File: src/rtl/queue_pkg.sv
// Shared sizing and types for the two-entry valid/ready queue.
// Pointers carry one extra wrap bit above the slot index.
package queue_pkg;

    localparam int unsigned DATA_WIDTH = 4;
    localparam int unsigned DEPTH      = 2;
    localparam int unsigned IDX_W      = $clog2(DEPTH);
    localparam int unsigned PTR_W      = IDX_W + 1;

    typedef logic [DATA_WIDTH-1:0] data_t;
    typedef logic [IDX_W-1:0]      idx_t;
    typedef logic [PTR_W-1:0]      ptr_t;

endpackage

File: src/rtl/queue_mem.sv
// Register-file storage for queue_wrapper: one synchronous write port,
// one asynchronous read port, cleared to zero on reset.
module queue_mem
    import queue_pkg::*;
(
    input  logic  i_clk,
    input  logic  i_rst,
    input  logic  i_we,
    input  idx_t  i_waddr,
    input  data_t i_wdata,
    input  idx_t  i_raddr,
    output data_t o_rdata
);

    data_t [DEPTH-1:0] r_mem;

    always_ff @(posedge i_clk) begin
        if (i_rst) begin
            r_mem <= '0;
        end else if (i_we) begin
            r_mem[i_waddr] <= i_wdata;
        end
    end

    assign o_rdata = r_mem[i_raddr];

endmodule

File: src/rtl/queue_wrapper.sv
// Two-entry synchronous FIFO with valid/ready handshakes on both sides.
// Optional build macro QUEUE_DOUT_MASK_EN forces dout to zero while empty.
module queue_wrapper
    import queue_pkg::*;
(
    input  logic  clk,
    input  logic  rst,
    input  logic  enq,
    input  data_t din,
    input  logic  deq,
    output logic  enq_ready,
    output logic  deq_valid,
    output data_t dout
);

    ptr_t  r_rd_ptr;
    ptr_t  r_wr_ptr;
    logic  w_empty;
    logic  w_full;
    logic  w_do_enq;
    logic  w_do_deq;
    data_t w_rdata;

    // Same slot index with opposite wrap bits means the writer lapped the reader.
    assign w_empty  = (r_rd_ptr == r_wr_ptr);
    assign w_full   = (r_rd_ptr[IDX_W-1:0] == r_wr_ptr[IDX_W-1:0]) &&
                      (r_rd_ptr[PTR_W-1] != r_wr_ptr[PTR_W-1]);
    assign w_do_enq = enq && !w_full;
    assign w_do_deq = deq && !w_empty;

    assign enq_ready = !w_full;
    assign deq_valid = !w_empty;

    always_ff @(posedge clk) begin
        if (rst) begin
            r_rd_ptr <= '0;
            r_wr_ptr <= '0;
        end else begin
            if (w_do_enq) begin
                r_wr_ptr <= r_wr_ptr + ptr_t'(1);
            end
            if (w_do_deq) begin
                r_rd_ptr <= r_rd_ptr + ptr_t'(1);
            end
        end
    end

    queue_mem u_mem (
        .i_clk   (clk),
        .i_rst   (rst),
        .i_we    (w_do_enq),
        .i_waddr (r_wr_ptr[IDX_W-1:0]),
        .i_wdata (din),
        .i_raddr (r_rd_ptr[IDX_W-1:0]),
        .o_rdata (w_rdata)
    );

`ifdef QUEUE_DOUT_MASK_EN
    assign dout = w_empty ? '0 : w_rdata;
`else
    assign dout = w_rdata;
`endif

endmodule

File: config.mk
export PLATFORM = sky130hd
export DESIGN_NAME = queue_wrapper
export DESIGN_NICKNAME = d
export VERILOG_FILES = /design/src/rtl/queue_pkg.sv /design/src/rtl/queue_mem.sv /design/src/rtl/queue_wrapper.sv
export SDC_FILE = /design/constraint.sdc
export NUM_CORES = 1
export LEC_CHECK = 0
export CORE_AREA = 10 10 47 49
export CTS_CLUSTER_DIAMETER = 30
export DETAILED_ROUTE_END_ITERATION = 6
export DIE_AREA = 0 0 57 59
export DONT_BUFFER_PORTS = 1
export GPL_TIMING_DRIVEN = 0
export PLACE_DENSITY = 0.67
export SLEW_MARGIN = 20
export SYNTH_ARGS = -nofsm -noshare
export SYNTH_HDL_FRONTEND = slang
export SYNTH_SLANG_ARGS = --single-unit
File: constraint.sdc
create_clock -name clk -period 3.25 [get_ports clk]
set_clock_uncertainty 0.1 [all_clocks]
set_input_delay 0.65 -clock clk [delete_from_list [all_inputs] [get_ports clk]]
set_output_delay 0.65 -clock clk [all_outputs]
set_load 0.1 [all_outputs]
run_1/port_trees.png
Drawn at 6 px/µm.
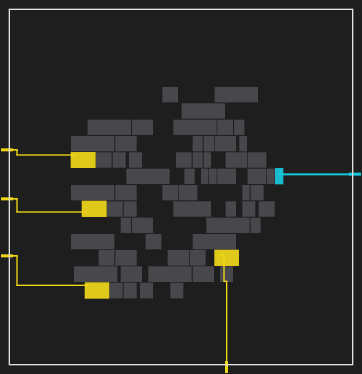
dout -> yellow  # direction output, edge 3 west, 1 south, end cells 4, buffers 0, wire 62.4 µm
enq_ready -> cyan  # direction output, edge east, end cells 1, buffers 0, wire 11.9 µm
IO Count: 14
# port buffers: 0

run_1/clock_nets.png
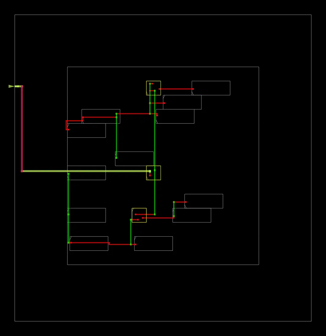
Clk. pwr: 0.0000849 W
clock sinks: 12

==> flow_metrics.tcl, run 1 <==
# yosys + openroad results
set metrics [dict create \
    run_status "complete, no violations" \
    netlist-cell-type-count 20 \
    crit_arrival_ns 1.70 \
    topCellsByArea "dfxtp_1 (39%), mux2i_1 (15%), nand2b_1 (9.1%), mux2_2 (7.3%), or2b_1 (4.8%)" \
    grt_pass1_wl_mm 1.91 \
    tns_ns 0 \
    antenna_found_initial 0 \
    r2r_cells 3 \
    place_congestion 0.676 \
    synthToLayoutAreaGrowth_pct 6.87 \
    synthesis.area_um2 619 \
    fillers 135 \
    required_ns 2.50 \
    layout-drive-gt1-share_pct 18.2 \
    dr.pass1.iters 3 \
    initial_core_util_pct 44.2 \
    critPathMaxFanout 10 \
    numCtsBuffers 3 \
    drcViolationCount 0 \
    cts.clk_slew.worst_paths_ns 0.07 \
    finalMaxSlewViolations 0 \
    hold_buffers 0 \
    yosys_warnings 0 \
    die_w_um 57 \
    place_inst 79 \
    drtAntennaViolNets 0 \
    synth_flops 12 \
    grt_pass1_vias 456 \
    yosysTopAreaCell "dfxtp_1" \
    synth_stat.cells 63 \
    insertion_delay_ns 0.26 \
    rrSetupSlack_ns 1.91 \
    flop_cell "dfxtp_1" \
    worst_pin_slew_ns 0.900 \
    synthesis.nets 71 \
    hold_path.class "reg2reg" \
    rsz0062_at_grt "no" \
    final_hold_viol_count 0 \
    common_cells "dfxtp_1 (12), mux2i_1 (9), nand2b_1 (9), nand2_1 (6)" \
    fmax_ghz 0.409 \
    syn_avg_cell_area_um2 9.83 \
    r2r_end "u_mem.r_mem[1]" \
]
run_1/layers.png
Drawn at 10 px/µm. Two of the layers only.
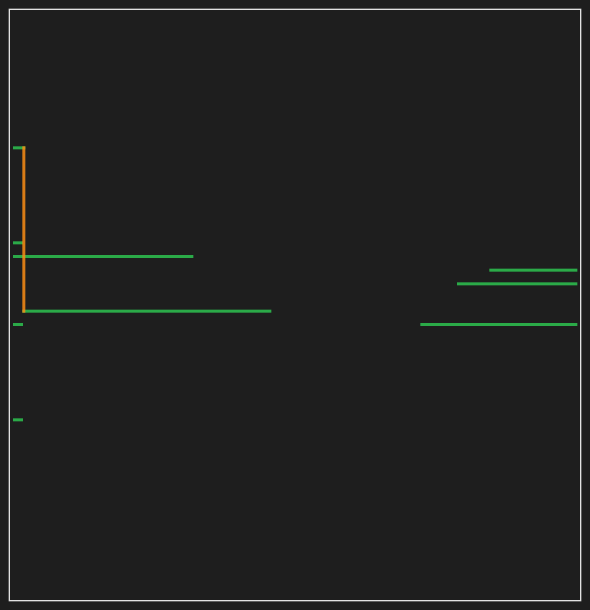
M4 -> orange  # wire length 16.3 µm
M3 -> green  # wire length 81.0 µm
Total Wirelength: 1.14 mm
Vias: 427
Tot GR Track Use: 7.16%
DR WL/cell: 13.8 µm

run_1/m2.png
Drawn at 6 px/µm. Cells faint in the background.
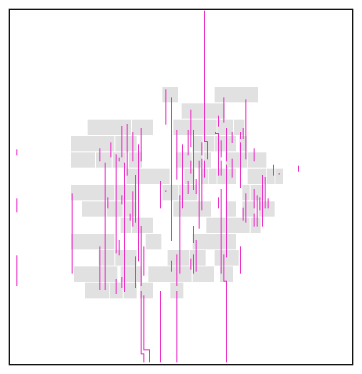
share of all routed wire = 47%
nets with wire on the layer = 63
main direction = vertical
M2 GR Usage: 11.2%

[run 1: cell usage in the layout (no fill, tap or decap), types with 2 or more instances in the layout]
cell	n
a21oi_1	3
buf_2	2
clkbuf_4	3
dfxtp_1	12
mux2_2	4
mux2i_1	9
nand2_1	6
nand2b_1	9
nand3_1	2
or2b_1	4
xnor2_1	2
[run 1: metrics by stage]
stage | area, µm² | util (%) | total power, W | worst slack, ns
global placement | 639 | 45.6 | 0.000295 | 1.09
finish | 662 | 47.2 | 0.000376 | 0.805
CTS | 662 | 47.2 | 0.000383 | 0.786
global route | 662 | 47.2 | 0.000395 | 0.711
detailed placement | 639 | 45.6 | 0.000295 | 1.08
floorplan | 619 | - | 0.000285 | 1.19
[run 1: layout make-up]
| class | count | area share (%) |
|---|---|---|
| multi-input combinational | 48 | 55.2 |
| sequential | 12 | 36.3 |
| clock buffer | 3 | 3.40 |
| tap | 16 | 3.02 |
| buffer | 2 | 1.51 |
| inverter | 1 | 0.567 |
[run 1: metal layers]
layer  wire length (µm)  vias up  track usage [%]
met5                  0        -                0
met4                 16        0             6.04
met3                 80        2             3.00
met2                529        9             11.2
met1                508      191             7.32
li1                   -      225                -
[run 1: kinds of logic after synthesis]
family                    after synthesis  synth area share (%)
and+or+nand+nor                        23                  21.6
muxes                                  13                  21.8
DFF                                    12                  38.8
AOI/OAI and AO/OA                       9                  11.3
xor gates and xnor gates                3                  4.24
buffers and inverters                   3                  2.22
[run 1: report_power, final]
| part | internal, W | switching (W) |
|---|---|---|
| registers | 0.000158 | 0.00000826 |
| clock network | 0.0000427 | 0.0000421 |
| logic | 0.0000290 | 0.0000959 |
[run 1: worst max-delay path, delay by kind of cell (launching register included)]
kind	cells	cell delay [ns]
flops	1	0.39
buf+inv	1	0.26
xor+xnor	1	0.11
simple gates	1	0.68
[run 1: flip-flops by register name, summed over array words and instances (netlist names)]
name         count
u_mem.r_mem      8
r_rd_ptr         2
r_wr_ptr         2
[run 1: worst min-delay path by stage]
stage                                 to  slack, ns  cells past startpoint
after detailed placement  u_mem.r_mem[5]       0.37                      2
after global placement    u_mem.r_mem[7]       0.36                      2
final                     u_mem.r_mem[5]       0.38                      2
after CTS                 u_mem.r_mem[5]       0.38                      2
after floorplan           u_mem.r_mem[7]       0.34                      2
after global routing      u_mem.r_mem[4]       0.40                      2
run_1/closeup.png
Window x 33 to 53, y 34 to 54 µm. Cells in gray, sequential cells in the stronger gray; small squares are vias.
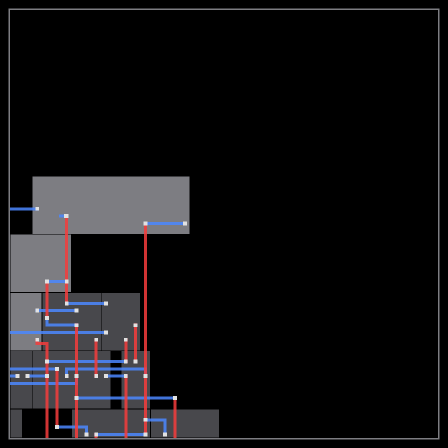

==> run 1 -> run 2 <==
--- a/config.mk
+++ b/config.mk
@@ -11,7 +11,7 @@
 export DIE_AREA = 0 0 57 59
 export DONT_BUFFER_PORTS = 1
 export GPL_TIMING_DRIVEN = 0
-export PLACE_DENSITY = 0.67
+export PLACE_DENSITY = 0.7
 export SLEW_MARGIN = 20
 export SYNTH_ARGS = -nofsm -noshare
 export SYNTH_HDL_FRONTEND = slang
==> constraint.sdc (replaced) <==
create_clock -name clk -period 2.02 [get_ports clk]
set_clock_uncertainty 0.1 [all_clocks]
set_input_delay 0.404 -clock clk [delete_from_list [all_inputs] [get_ports clk]]
set_output_delay 0.404 -clock clk [all_outputs]
set_load 0.1 [all_outputs]
run_2/closeup.png
Window x 33 to 53, y 34 to 54 µm. Cells in gray, sequential cells in the stronger gray; small squares are vias.
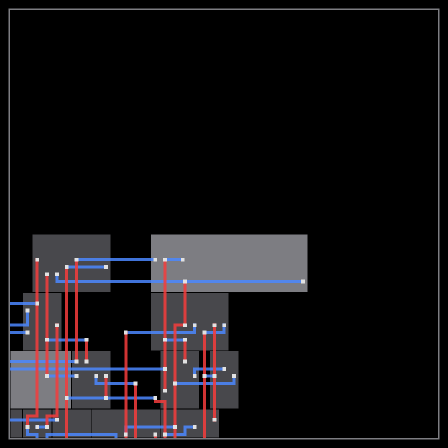
M1 -> blue
M2 -> red
most frequent = a21oi_1 (3), nand2_1 (2)
cells with their middle in the window = 11
sequential cells in the window = 1
netlist names of flops here include = r_rd_ptr (1)

run_2/port_trees.png
Drawn at 6 px/µm.
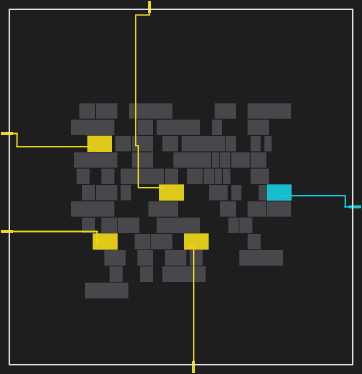
dout -> yellow  # direction output, edge 2 west, 1 south, 1 north, end cells 4, buffers 0, wire 88.0 µm
enq_ready -> cyan  # direction output, edge east, end cells 1, buffers 0, wire 13.9 µm

run_2/layers.png
Drawn at 10 px/µm. Two of the layers only.
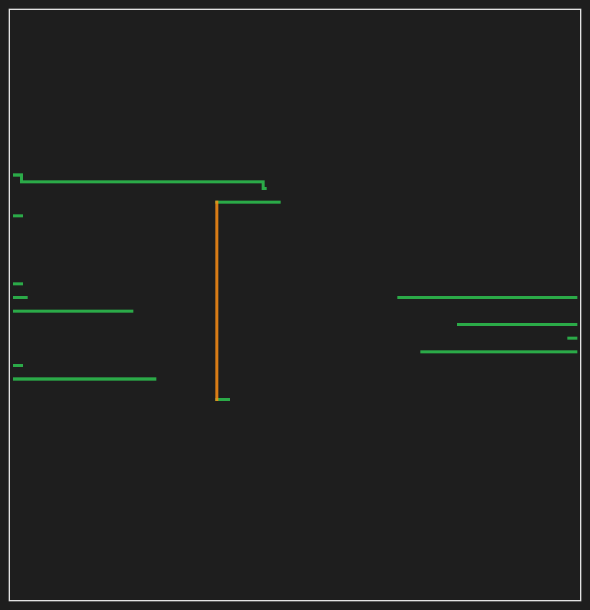
M4 -> orange  # wire length 19.7 µm
M3 -> green  # wire length 108 µm
Tot GR Track Use: 7.39%
DR WL/cell: 14.6 µm
Vias: 443

==> run 2 against run 1 <==
Compared with the run above: the run now ends with negative setup slack left; combinational power is about 70% higher; sequential power grew 61%; wire length up 6.9%; utilization increased by 2.1 points; clock-buffer cell count is 1 higher; non-clock buffer count did not move; area after synthesis is the same; global-route usage rose by 0.23 points; die area stayed put; final cell count is 1.2% higher; clock power up 130%; critical endpoint is now dout[3]; largest power group unchanged.
==> flow_metrics.tcl, run 2 <==
# yosys + openroad results
set metrics [dict create \
    seq_area_um2 240 \
    worst_slack_ns -0.0333 \
    endpoint "dout[3]" \
    viasPerCell 5.34 \
    worst_pin_slew_ns 0.532 \
    postSynthSeqShare_pct 38.8 \
    topCellsByArea "dfxtp_1 (39%), mux2i_1 (15%), nand2b_1 (9.1%), mux2_2 (7.3%), or2b_1 (4.8%)" \
    finalMaxSlewViolations 0 \
    fin_crit_ns 2.05 \
    grt_pass1_wl_mm 1.98 \
    root_buffer "clkbuf_4" \
    worstPathCellList "buf_2, mux2_2" \
    drtIter0Drc 5 \
    hold_buffers 0 \
    cts.clk_slew.worst_paths_ns 0.08 \
    place_inst 79 \
    place_congestion 0.818 \
    hold_path.class "in2reg" \
    common_cells "dfxtp_1 (12), mux2i_1 (9), nand2b_1 (9), nand2_1 (6)" \
    r2r_cells 3 \
    crit_buf_inv 1 \
    critPathMaxFanout 10 \
    fmax_ghz 0.487 \
    preCtsSetupSlack_ns 0.0728 \
    top_cell_area_share_pct 38.8 \
    edf_count 0 \
    layout_top_cells "dfxtp_1 (12), nand2b_1 (9), mux2i_1 (9)" \
    synthesis.nets 71 \
    largest_register "u_mem.r_mem" \
    rrSetupSlack_ns 0.59 \
    yosysTopAreaCell "dfxtp_1" \
    syn-instance-count 63 \
    critPathTopFamily "multiplexers" \
    slowest_stage "mux2_2" \
    syn_avg_cell_area_um2 9.83 \
    rsz0062_at_grt "yes" \
    synthesis.area_um2 619 \
    synth_flops 12 \
    power_w 0.000673 \
    cp-end-kind "output pin" \
    yosys_warnings 0 \
    cp.depth 2 \
    wl_mm 1.21 \
    final_hold_viol_count 0 \
    fillers 141 \
    dr.pass1.iters 3 \
    flop_cell "dfxtp_1" \
    final_common_cell "dfxtp_1" \
    boundaryPins 14 \
    drcViolationCount 0 \
    numCtsBuffers 3 \
    r2r_end "u_mem.r_mem[5]" \
    cp-start-kind "flop" \
    warning_count 28 \
    top_regs "u_mem.r_mem (8), r_rd_ptr (2), r_wr_ptr (2)" \
    run_status "complete, but fails checks" \
    p_leak_nw 0.281 \
    insertion_delay_ns 0.27 \
    worst-setup-path-type "reg2out" \
    drtAntennaViolNets 0 \
    grt_pass1_vias 458 \
    port_buffers 0 \
    clkSinkCount 12 \
    power.density_nw_per_um2 975 \
    antenna_found_initial 0 \
    synth_stat.cells 63 \
    netlist-cell-type-count 20 \
    setup_viol 5 \
    initial_core_util_pct 44.2 \
    dp_hpwl_um 941 \
    num_antenna_cells 0 \
    layout-drive-gt1-share_pct 22.4 \
    die_h_um 59 \
    failed_checks "negative setup slack" \
    largest_register_ffs 8 \
    required_ns 1.52 \
    synthToLayoutAreaGrowth_pct 11.5 \
    rows 14 \
    crit_arrival_ns 1.55 \
    die_w_um 57 \
]
-- run 2: cell count changes in the layout (fill, tap and decap cells not counted) --
cell      previous run  this run
nand2_1              6         4
nand2_4              0         2
clkbuf_8             0         1
-- run 2: per-layer routing --
metal  part of all wire [%]  wire length [µm]  GRT usage, %
met1                     45               546          7.97
met2                     44               539          11.6
met3                    8.9               108          3.65
met4                    1.6                19          4.03
met5                      0                 0             0
-- run 2: final cells by class --
type / instances / share of cell area, %
well taps: 16 / 2.90
flip-flops and latches: 12 / 34.8
clock buffers: 4 / 5.25
plain buffers: 2 / 1.45
multi-input cells: 48 / 55.1
inverters: 1 / 0.543
-- run 2: stage by stage --
| stage | cell area (µm²) | util (%) | setup TNS, ns |
|---|---|---|---|
| 2_1_floorplan | 619 | - | 0 |
| 3_3_place_gp | 639 | 45.6 | 0 |
| 3_5_place_dp | 639 | 45.6 | 0 |
| 4_1_cts | 681 | 48.6 | -0.243 |
| 5_1_grt | 691 | 49.3 | -0.539 |
| 6_report | 691 | 49.3 | -0.116 |
-- run 2: worst min-delay path by stage --
stage	from	endpoint	slack, ns	cells after the start
2_1_floorplan	u_mem.r_mem[7]	u_mem.r_mem[7]	0.34	2
3_3_place_gp	u_mem.r_mem[7]	u_mem.r_mem[7]	0.36	2
3_5_place_dp	u_mem.r_mem[4]	u_mem.r_mem[4]	0.37	2
4_1_cts	enq	r_wr_ptr[1]	0.19	2
5_1_grt	enq	r_wr_ptr[1]	0.19	2
6_report	enq	r_wr_ptr[1]	0.19	2
-- run 2: logic make-up (layout without fill, tap and decap cells) --
group / after synthesis / in the layout / share of synthesized area (%)
AND-OR/OR-AND: 9 / 9 / 11.3
buffers and inverters: 3 / 7 / 2.22
AND/OR/NAND/NOR: 23 / 23 / 21.6
flip-flops: 12 / 12 / 38.8
multiplexers: 13 / 13 / 21.8
XOR/XNOR: 3 / 3 / 4.24
-- run 2: timing repair --
action | 4_1_cts | 5_1_grt
endpoints found under the setup margin | 6 | 6
resized | 2 | 2
pin swaps | 0 | 0
setup buffers | 0 | 0
-- run 2: where the power goes --
| part | internal (W) | total [W] | switching (W) |
|---|---|---|---|
| sequential | 0.000254 | 0.000268 | 0.0000139 |
| clock | 0.000110 | 0.000194 | 0.0000841 |
| combinational | 0.0000507 | 0.000212 | 0.000161 |
| total | 0.000414 | 0.000673 | 0.000259 |
run_2/clock_nets.png
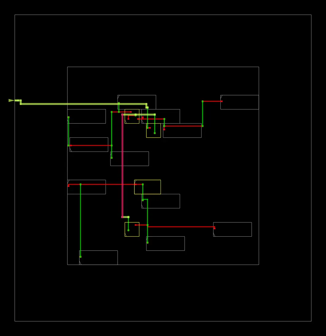

==> run 2 -> run 3 <==
--- a/config.mk
+++ b/config.mk
@@ -5,12 +5,12 @@
 export SDC_FILE = /design/constraint.sdc
 export NUM_CORES = 1
 export LEC_CHECK = 0
+export ABC_CLOCK_PERIOD_IN_PS = 2020
 export CORE_AREA = 10 10 47 49
 export CTS_CLUSTER_DIAMETER = 30
 export DETAILED_ROUTE_END_ITERATION = 6
 export DIE_AREA = 0 0 57 59
 export DONT_BUFFER_PORTS = 1
-export GPL_TIMING_DRIVEN = 0
 export PLACE_DENSITY = 0.7
 export SLEW_MARGIN = 20
 export SYNTH_ARGS = -nofsm -noshare
run_3/clock_nets.png
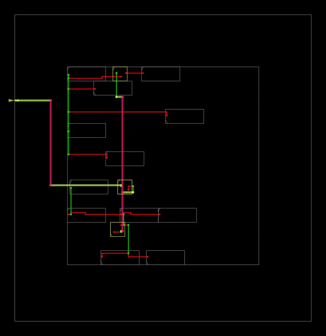
Clk. pwr: 0.000145 W
Num CTS Buffers: 3

run_3/port_trees.png
Drawn at 6 px/µm.
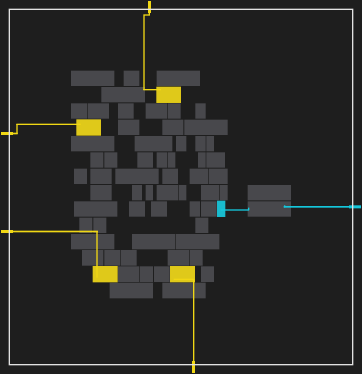
enq_ready -> cyan  # direction output, edge east, end cells 1, buffers 1, wire 15.9 µm
dout -> yellow  # direction output, edge 2 west, 1 south, 1 north, end cells 4, buffers 0, wire 68.2 µm

==> run 3 against run 2 <==
Compared with the run above: the flow now finishes without violations; total power fell by 4.2%; largest power group unchanged; non-clock buffer count rose by 1; clock-buffer cell count fell by 1; design area rose by 1.3%; maximum frequency rose by 6.1%; critical endpoint is now dout[2].
==> flow_metrics.tcl, run 3 <==
# yosys + openroad results
set metrics [dict create \
    worst_slack_ns 0.0852 \
    clkSinkCount 12 \
    boundaryPins 14 \
    setup_viol 0 \
    yosys_warnings 0 \
    dr.pass1.iters 4 \
    die_w_um 57 \
    hold_path.class "in2reg" \
    worstPathCellList "mux2_2" \
    crit_buf_inv 0 \
    insertion_delay_ns 0.27 \
    cts.clk_slew.worst_paths_ns 0.07 \
    worst-setup-path-type "reg2out" \
    hold_buffers 0 \
    fin_crit_ns 1.93 \
    rows 14 \
    edf_count 0 \
    drcViolationCount 0 \
    syn-instance-count 63 \
    common_cells "dfxtp_1 (12), mux2i_1 (9), nand2b_1 (9), nand2_1 (6)" \
    port_buffers 0 \
    top_cell_area_share_pct 38.8 \
    power.density_nw_per_um2 922 \
    flop_cell "dfxtp_1" \
    layout-drive-gt1-share_pct 19.4 \
    yosysTopAreaCell "dfxtp_1" \
    grt_use_total_pct 7.89 \
    top_regs "u_mem.r_mem (8), r_rd_ptr (2), r_wr_ptr (2)" \
    p_leak_nw 0.282 \
    wl_per_cell_um 14.3 \
    initial_core_util_pct 44.2 \
    largest_register_ffs 8 \
    run_status "complete, no violations" \
    preCtsSetupSlack_ns 0.376 \
    required_ns 1.52 \
    finalMaxSlewViolations 0 \
    cp-end-kind "output pin" \
    num_antenna_cells 0 \
    topCellsByArea "dfxtp_1 (39%), mux2i_1 (15%), nand2b_1 (9.1%), mux2_2 (7.3%), or2b_1 (4.8%)" \
    synthesis.area_um2 619 \
    grt_pass1_wl_mm 2.04 \
    netlist-cell-type-count 20 \
    final_util_pct 49.9 \
    synthesis.nets 71 \
    critPathTopFamily "multiplexers" \
    syn_avg_cell_area_um2 9.83 \
    dp_hpwl_um 912 \
    rsz0062_at_grt "no" \
    postSynthSeqShare_pct 38.8 \
    tns_ns 0 \
    largest_register "u_mem.r_mem" \
    rrSetupSlack_ns 0.66 \
    layout_top_cells "dfxtp_1 (12), nand2b_1 (9), mux2i_1 (9)" \
    warning_count 26 \
    finish.instance_area_um2 699 \
    synthToLayoutAreaGrowth_pct 12.9 \
    final_hold_viol_count 0 \
    critPathMaxFanout 8 \
    postCtsSetupBuffers 0 \
    synthArstFlopShare_pct 0 \
    slowest_stage "mux2_2" \
    drtIter0Drc 3 \
    drtAntennaViolNets 0 \
    post_cts_resized 0 \
    synth_flops 12 \
    place_congestion 0.763 \
    viasPerCell 5.30 \
    cp-start-kind "flop" \
    crit_arrival_ns 1.43 \
    die_h_um 59 \
    grt_pass1_vias 435 \
    synth_stat.cells 63 \
]
run_3/m2.png
Drawn at 6 px/µm. Cells faint in the background.
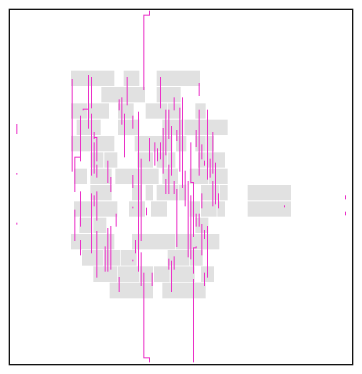
nets with wire on the layer = 63
longest straight run = 26.5 µm
Vias: 440
Total Wirelength: 1.19 mm
M2 GR Usage: 10.9%

==> run 3: cell counts after synthesis <==
No cell type changed its count.
==> run 3: cells by family after synthesis <==
family | Yosys count | synth area share [%]
buffers and inverters | 3 | 2.22
AND/OR/NAND/NOR | 23 | 21.6
multiplexers | 13 | 21.8
flip-flops | 12 | 38.8
AND-OR/OR-AND | 9 | 11.3
XOR/XNOR | 3 | 4.24
==> run 3: area by class of cell <==
type	instances	area [µm²]
fill	142	702
tap	16	20.0
multi-input combinational	48	365
sequential	12	240
timing repair buffer	3	47.5
inverter	1	3.75
clock buffer	3	22.5
==> run 3: per-layer routing <==
layer	up-vias	global-route usage, %	part of all wire [%]
met1	195	8.37	47
met2	14	10.9	41
li1	226	-	-
met3	5	4.51	8.9
met4	0	7.05	3.5
met5	-	0	0
==> run 3: worst paths after layout <==
kind / endpoint / cells after the start / start
setup / recovery: dout[2] / 1 / r_rd_ptr[0]
hold / removal: r_rd_ptr[1] / 1 / rst
setup reg to reg: r_rd_ptr[1] / 4 / r_rd_ptr[0]
hold reg to reg: u_mem.r_mem[6] / 2 / u_mem.r_mem[6]
==> run 3: power by group <==
part           switching, W  internal (W)  total [W]  leakage, nW
logic              0.000154     0.0000743   0.000229        0.170
registers         0.0000174      0.000254   0.000271       0.0982
clock network     0.0000763     0.0000690   0.000145       0.0138
==> run 3: metrics by stage <==
stage               instances  power, W  hold WS (ns)
detailed placement         80  0.000507         0.365
global placement           80  0.000504         0.356
global route               83  0.000679        0.0664
finish                     83  0.000645        0.0852
CTS                        83  0.000651        0.0834
floorplan                  63  0.000459         0.345
Power is estimated from default activity; no workload was simulated.
